### Cell classes on the final placement

The bar under the picture is 50 um long.
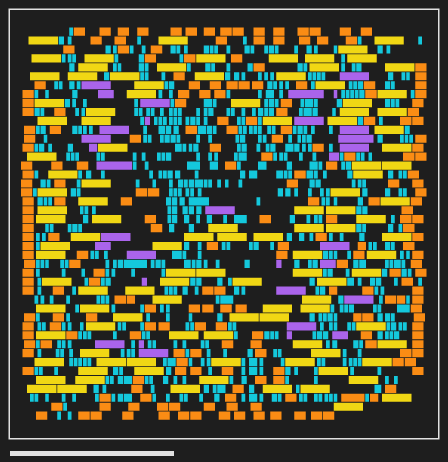
### Track usage over the die

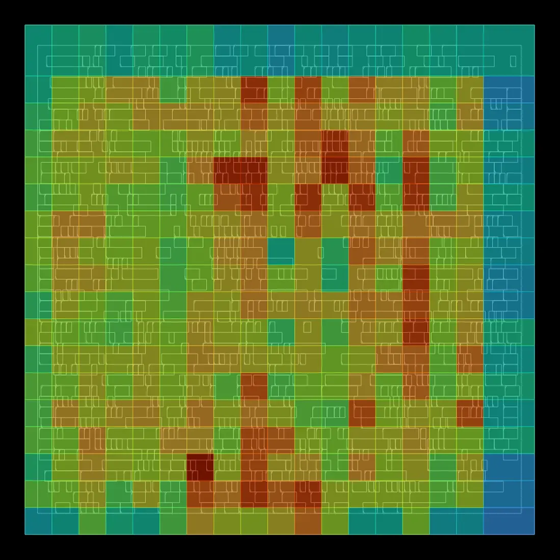
### Sequential cells grouped by signal name

The bar under the picture is 50 um long.
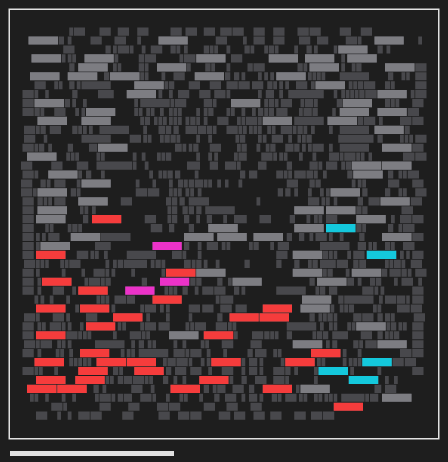
## src/rtl/instr_memory_access.sv

```systemverilog
// instr_memory_access: memory stage with a three-state data-memory handshake and load/store lane steering.
// Optional macro MISALIGN_TRAP_EN traps misaligned half/word accesses instead of aligning them down.
module instr_memory_access #(
    parameter int XLEN = 32
) (
    input  logic            clk,
    input  logic            rst,
    input  logic            in_valid,
    input  logic [31:0]     instruction_in,
    input  logic [XLEN-1:0] alu_in,
    input  logic [XLEN-1:0] store_data_in,
    output logic            stall_out,
    output logic            dmem_req,
    output logic            dmem_we,
    output logic [XLEN-1:0] dmem_addr,
    output logic [3:0]      dmem_be,
    output logic [XLEN-1:0] dmem_wdata,
    input  logic            dmem_gnt,
    input  logic            dmem_rvalid,
    input  logic [XLEN-1:0] dmem_rdata,
    output logic            wb_valid,
    output logic [4:0]      wb_rd,
    output logic [XLEN-1:0] wb_data,
    output logic            misalign_trap
);
    localparam logic [6:0] OPC_LOAD  = 7'b0000011;
    localparam logic [6:0] OPC_STORE = 7'b0100011;
    typedef enum logic [1:0] {IDLE, REQ, RSP} state_t;
    state_t state, state_nx;
    logic [6:0] in_opc;
    logic [2:0] in_f3, f3;
    logic [4:0] in_rd, rd;
    logic [31:0] addr, sdata, shifted, ext;
    logic [1:0] off, sh;
    logic ld, in_load, in_store, in_mem, in_alu, in_mis, accept, load_done, unused_bits;
    assign in_opc = instruction_in[6:0];
    assign in_f3 = instruction_in[14:12];
    assign in_rd = instruction_in[11:7];
    assign unused_bits = ^instruction_in[31:15];
    assign in_load = in_opc == OPC_LOAD && in_f3 inside {3'b000, 3'b001, 3'b010, 3'b100, 3'b101};
    assign in_store = in_opc == OPC_STORE && in_f3 inside {3'b000, 3'b001, 3'b010};
    assign in_mem = in_load || in_store;
    assign in_alu = in_opc inside {7'b0110011, 7'b0010011, 7'b0110111, 7'b0010111, 7'b1101111, 7'b1100111};
    assign accept = in_valid && state == IDLE;
`ifdef MISALIGN_TRAP_EN
    logic trap_q;
    assign in_mis = in_mem && (in_f3[1:0] == 2'b01 ? alu_in[0] : in_f3[1:0] == 2'b10 && alu_in[1:0] != 2'b00);
    assign misalign_trap = trap_q;
    always_ff @(posedge clk or posedge rst)
        if (rst) trap_q <= 1'b0;
        else trap_q <= accept && in_mis;
`else
    assign in_mis = 1'b0;
    assign misalign_trap = 1'b0;
`endif
    always_ff @(posedge clk or posedge rst)
        if (rst) state <= IDLE;
        else state <= state_nx;
    always_comb begin
        state_nx = state;
        if (state == IDLE && accept && in_mem && !in_mis) state_nx = REQ;
        else if (state == REQ && dmem_gnt) state_nx = (ld && !dmem_rvalid) ? RSP : IDLE;
        else if (state == RSP && dmem_rvalid) state_nx = IDLE;
    end
    assign load_done = ld && dmem_rvalid && ((state == REQ && dmem_gnt) || state == RSP);
    assign stall_out = state != IDLE;
    assign off = addr[1:0];
    assign dmem_req = state == REQ;
    assign dmem_we = !ld;
    assign dmem_addr = {addr[31:2], 2'b00};
    assign dmem_be = f3[1:0] == 2'b00 ? 4'b0001 << off : f3[1:0] == 2'b01 ? (off[1] ? 4'b1100 : 4'b0011) : 4'b1111;
    assign dmem_wdata = f3[1:0] == 2'b00 ? {4{sdata[7:0]}} : f3[1:0] == 2'b01 ? {2{sdata[15:0]}} : sdata;
    // Halves and words ignore the low offset bits, so misaligned accesses read the aligned container.
    assign sh = f3[1:0] == 2'b00 ? off : f3[1:0] == 2'b01 ? {off[1], 1'b0} : 2'b00;
    assign shifted = dmem_rdata >> {sh, 3'b000};
    assign ext = f3 == 3'b000 ? {{24{shifted[7]}}, shifted[7:0]} :
                 f3 == 3'b001 ? {{16{shifted[15]}}, shifted[15:0]} :
                 f3 == 3'b100 ? {24'd0, shifted[7:0]} :
                 f3 == 3'b101 ? {16'd0, shifted[15:0]} : shifted;
    always_ff @(posedge clk or posedge rst)
        if (rst) begin
            ld <= 1'b0;
            f3 <= '0;
            rd <= '0;
            addr <= '0;
            sdata <= '0;
            wb_valid <= 1'b0;
            wb_rd <= '0;
            wb_data <= '0;
        end else begin
            wb_valid <= 1'b0;
            if (accept) begin
                ld <= in_load;
                f3 <= in_f3;
                rd <= in_rd;
                addr <= alu_in;
                sdata <= store_data_in;
            end
            if (accept && in_alu && in_rd != 5'd0) begin
                wb_valid <= 1'b1;
                wb_rd <= in_rd;
                wb_data <= alu_in;
            end
            if (load_done && rd != 5'd0) begin
                wb_valid <= 1'b1;
                wb_rd <= rd;
                wb_data <= ext;
            end
        end
endmodule

```

## config.mk

```make
export PLATFORM = sky130hd
export DESIGN_NAME = instr_memory_access
export DESIGN_NICKNAME = d
export VERILOG_FILES = /design/src/rtl/instr_memory_access.sv
export SDC_FILE = /design/constraint.sdc
export NUM_CORES = 1
export LEC_CHECK = 0
export ABC_AREA = 1
export ABC_CLOCK_PERIOD_IN_PS = 5150
export CORE_MARGIN = 3
export CORE_UTILIZATION = 40
export CTS_CLUSTER_DIAMETER = 60
export DETAILED_ROUTE_END_ITERATION = 6
export PLACE_DENSITY_LB_ADDON = 0.15
export SKIP_LAST_GASP = 1
export SLEW_MARGIN = 10
export SYNTH_ARGS = -nofsm -noshare
export SYNTH_HDL_FRONTEND = slang
export SYNTH_SLANG_ARGS = --single-unit
```

## constraint.sdc

```tcl
create_clock -name clk -period 5.15 [get_ports clk]
set_input_delay 1.03 -clock clk [delete_from_list [all_inputs] [get_ports clk]]
set_output_delay 1.03 -clock clk [all_outputs]
set_load 0.03 [all_outputs]
```

==> summary.txt <==
Flow results are below.

- The run finished with clean final reports.
- In this run the number of H-tree levels came out at 4.
- The maximum number of pins on one net before global-route repair is 92, for reference.
- The number of unique standard cell types used by synthesis is 31, for reference.
- In the Yosys report the total cell count is 856.
- The final setup violation count is 0, for reference.
- Of the total power, registers draw 30.7%.
- The starting utilization of the core area is 41.8%, for reference.
- The worst ir drop on vdd is 0.219 mV, for reference.
- After layout, the worst path uses 70.8% of the clock period.
- The kind of path behind the tightest hold check is reg -> reg, for reference.
- Cells with a size suffix above 1 make up 5.31% of the layout.
- The cell area after layout is 0.00879 sq mm, for reference.
- The number of global-route vias before repair was 5623.
- The total wirelength of the detailed-routed design is 18800 um, for reference.
- The switching part of the total is 36.6%, for reference.
- The timing report shows that the slowest cell on the worst path is sky130_fd_sc_hd__clkdlybuf4s50_1.
- The number of cells on the worst hold path is 2, for reference.
- For this run, the register share of the synthesized area comes to 45.7%.
- The number of gates resized after CTS was 0.
- The slew at the pin closest to its max-slew limit is 0.882 ns, for reference.
- Synthesis inferred 113 register bits.
- The cell row count is 44, for reference.
- The cts-stage hold buffer count is 0, for reference.
- The floorplan step set the die height to 130 um.
- The analysis attributes to net switching a power of 1.43 mW.
- The count of pins on the block boundary is 243, for reference.
- The mean area per synthesized cell is 7.23 sq um, for reference.
- The net count of the finished layout is 1155.
- The first routing iteration left 356 violations.
- The clock tree buffer depth is 2, for reference.
- The first detailed-routing pass ran for 5 iterations.
- In this run the standard cell core region covers 0.0148 sq mm.
- The flow reports that the clock network draws 31.1% of the design power.
- Of the post-synthesis cell area, the dominant cell type holds 45.7%.
- The setup path with the least slack is of type reg -> out.
- The slack of the worst reg-to-reg path is 2.71 ns, for reference.
- In the post-synthesis netlist, the cell with the most instances is sky130_fd_sc_hd__nand2_1.
- The number of input and output port buffers inserted is 222, for reference.
- The post-CTS repair timing setup buffer count is 0, for reference.
- The overall overflow remaining after global route is 0, for reference.
- The nature of the critical path startpoint is a flop, for reference.
- Once detail routing completed, the nets flagged for antenna violations numbered 0.
- The cell sequence reported for the critical path is nor2_8, nand2_4, inv_2, nor2_4, clkdlybuf4s50_1.
- The tightest slew margin relative to the limit is 41.2%, for reference.
- The final weighted congestion recorded by global placement is 0.869.
- The largest incremental delay on the critical path is 0.75 ns, for reference.
- The main area contributors are sky130_fd_sc_hd__dfrtp_1, sky130_fd_sc_hd__nand2_1, sky130_fd_sc_hd__o21ai_0.
- The power report lists cell-internal power as 2.47 mW.
- The final tally of max-slew violations is 0, for reference.
- In this run the most critical hold path is launched from sdata[19].
- The worst register-to-register path depth is 10.
- TritonCTS built the clock tree.
- The final layout reports a setup TNS of 0 ns.
- The clock-pin transition on the worst setup and hold timing paths is 0.05 ns, for reference.
- The arrival time at the worst endpoint is 2.62 ns, for reference.
- The horizontal die dimension is 130 um, for reference.
- The largest fanout on the critical path is 33, for reference.
- The count of inserted antenna diode cells is 0, for reference.
- STA lists the endpoint of the worst register-to-register path as wb_data[8].
- The total global routing track utilization is 22.1%, for reference.
- The clock root buffer is sky130_fd_sc_hd__clkbuf_16, for reference.
- Power spread over the standard cell area amounts to 443 mW/mm^2.
- The gate count after technology mapping is 856, for reference.
- Per the OpenROAD floorplan log, the area of the die is 0.0170 sq mm.
- By count the netlist is led by sky130_fd_sc_hd__nand2_1, sky130_fd_sc_hd__dfrtp_1, sky130_fd_sc_hd__o21ai_0, sky130_fd_sc_hd__inv_1, sky130_fd_sc_hd__nand3_1.
- The average vias per placed instance is 4.88, for reference.
- Setup repair after global routing left no endpoint under its margin.
- The first global-routing pass estimated 28900 um of wire.
- According to the dpl log, the detail-placed design has an HPWL of 13500 um.
- The via count is 5949, for reference.
- The data required time reported for the critical path is 4.12 ns.
- The clock arrives with 0.00729 ns of skew.
- Post-synth the commonest register cell is sky130_fd_sc_hd__dfrtp_1.
- The share of flip-flops with an asynchronous set or reset after synthesis is 100%, for reference.
- Per report_power, the combinational group accounts for 38.2% of the total.
- The report counts max-capacitance violations totalling 0.
- The worst path needs 3.65 ns of the cycle, external delays included.
- The number of antenna violations at the first check in global routing is 0, for reference.
- The insertion delay to the later sink of the worst-skew pair is 0.41 ns, for reference.
- The biggest area consumer among synthesized cells is sky130_fd_sc_hd__dfrtp_1, for reference.
- Counting flops with a built-in enable in the synthesized netlist gives 0.
- The area recorded from the Yosys report for this design is 0.00618 sq mm.
- The area after detailed placement is 0.00817 sq mm, for reference.
- The leakage power is 4.27 nW, for reference.
- In the hold report, the worst path ends at sdata[19].
- The final-report hold violation count is 0, for reference.
- The total number of clock tree sinks is 113, for reference.
- The reg-to-reg startpoint is rd[1], for reference.
- The synthesized netlist occupies a cell area of 0.00618 sq mm.
- The number of clock buffers inserted by TritonCTS is 17, for reference.
- In this run the layout overhead on the synthesized area is reported as 42.1%.
- Summing over the stages, the warning tally comes to 43.
- Based on the critical path, the design can be clocked at up to 0.274 GHz.
- During synthesis, Yosys emitted a total of 0 warnings.
- After detailed routing, the number of remaining DRC violations is 0.
- The kind of end point of the critical path is an output pin, for reference.
Notes on 'Cell classes on the final placement' above:
legend:
  combinational and other logic:
    colour: cyan
    cells: 661
  flops:
    colour: yellow
    cells: 113
  clock drivers and dummy loads:
    colour: purple
    cells: 32
  other buffers and delay cells:
    colour: orange
    cells: 229

Notes on 'Track usage over the die' above:
met2 demand-to-capacity share in global routing: 34.1%
routed length per instance: 15.4 um
routing layer with the top usage in global route: met2
met1 track utilization from global routing: 29.6%

Notes on 'Sequential cells grouped by signal name' above:
legend:
  f3:
    colour: magenta
    placed_flops: 3
  wb_rd:
    colour: cyan
    placed_flops: 5
    where: lower right
  sdata:
    colour: red
    placed_flops: 32
not coloured: 73
utilization of the core after routing: 59.3%
Sequential Power: 1.19 mW
share of the final layout cell area in sequential cells: 32.2%

## area by class of cell
type	count	area [sq um]
fillers	1378	6020
multi-input cells	598	2590
well taps	184	230
inverters	63	239
clock inverters	10	131
clock buffers	22	484
flip-flops and latches	113	2830
repair buffers	229	2290
## sequential cells by signal, indices dropped and copies added (netlist names)
name and cells:
wb_valid 1, state 2, sdata 32, f3 3, ld 1, rd 5
addr 32, wb_rd 5, wb_data 32
## metal layers
metal	routed length (um)	global-route usage, %	vias to the layer above
li1	-	-	2977
met1	8340	29.6	2743
met2	8520	34.1	204
met3	1640	7.00	25
met4	309	7.20	0
met5	0	0	-
## placed cells by master, fill, tap and decap left out, drive strengths merged
cell type / instances
nand2: 396
clkdlybuf4s50: 222
dfrtp: 113
o21ai: 91
inv: 62
nand3: 50
nor2: 22
clkbuf: 22
o211ai: 17
a21oi: 8
buf: 7
clkinv: 7
nor3: 3
conb: 3
bufinv: 3
or2: 2
o31ai: 2
o22ai: 1
nand4: 1
nor2b: 1
and2: 1
clkinvlp: 1
## power by group through the flow
stage / combinational [mW] / sequential (mW) / clock, mW
after global placement: 1.49 / 1.20 / 0
after CTS: 1.50 / 1.19 / 1.24
after floorplan: 0.820 / 1.33 / 0
final: 1.49 / 1.19 / 1.21
after detailed placement: 1.50 / 1.20 / 0
after global routing: 1.61 / 1.22 / 1.28
## kinds of logic after synthesis
| logic type | count (synthesis) | synth area share, % |
|---|---|---|
| AOI/OAI and AO/OA | 119 | 10.5 |
| buffers and inverters | 147 | 12.7 |
| DFF | 113 | 45.7 |
| other | 1 | 0.0606 |
| and+or+nand+nor | 476 | 31.1 |
## worst max-delay path: cells and delay by family (launching register included)
kind                   cells  cell delay [ns]
DFF                        1             0.56
and+or+nand+nor            3             0.65
buffers and inverters      2             0.98
## stage by stage
step           utilization [%]  setup slack (ns)  power [mW]  hold slack [ns]  std cells
3_3_place_gp              55.2              1.83        2.69            0.461       1187
4_1_cts                   59.3              1.48        3.93            0.479       1219
5_1_grt                   59.3              1.37        4.10            0.495       1219
2_1_floorplan                -              1.13        2.15            0.449        858
6_report                  59.3              1.50        3.89            0.478       1219
3_5_place_dp              55.2              1.83        2.70            0.464       1187
## worst max path at each step
| stage | from | end | slack [ns] | depth (start not counted) |
|---|---|---|---|---|
| 6_report | f3[1] | dmem_be[0] | 1.50 | 5 |
| 2_1_floorplan | rst | addr[0] | 1.13 | 1 |
| 3_3_place_gp | dmem_gnt | wb_data[14] | 1.83 | 9 |
| 5_1_grt | f3[1] | dmem_be[0] | 1.37 | 5 |
| 3_5_place_dp | dmem_gnt | wb_data[7] | 1.83 | 9 |
| 4_1_cts | f3[1] | dmem_be[3] | 1.48 | 5 |
Power and IR drop assume default switching activity.
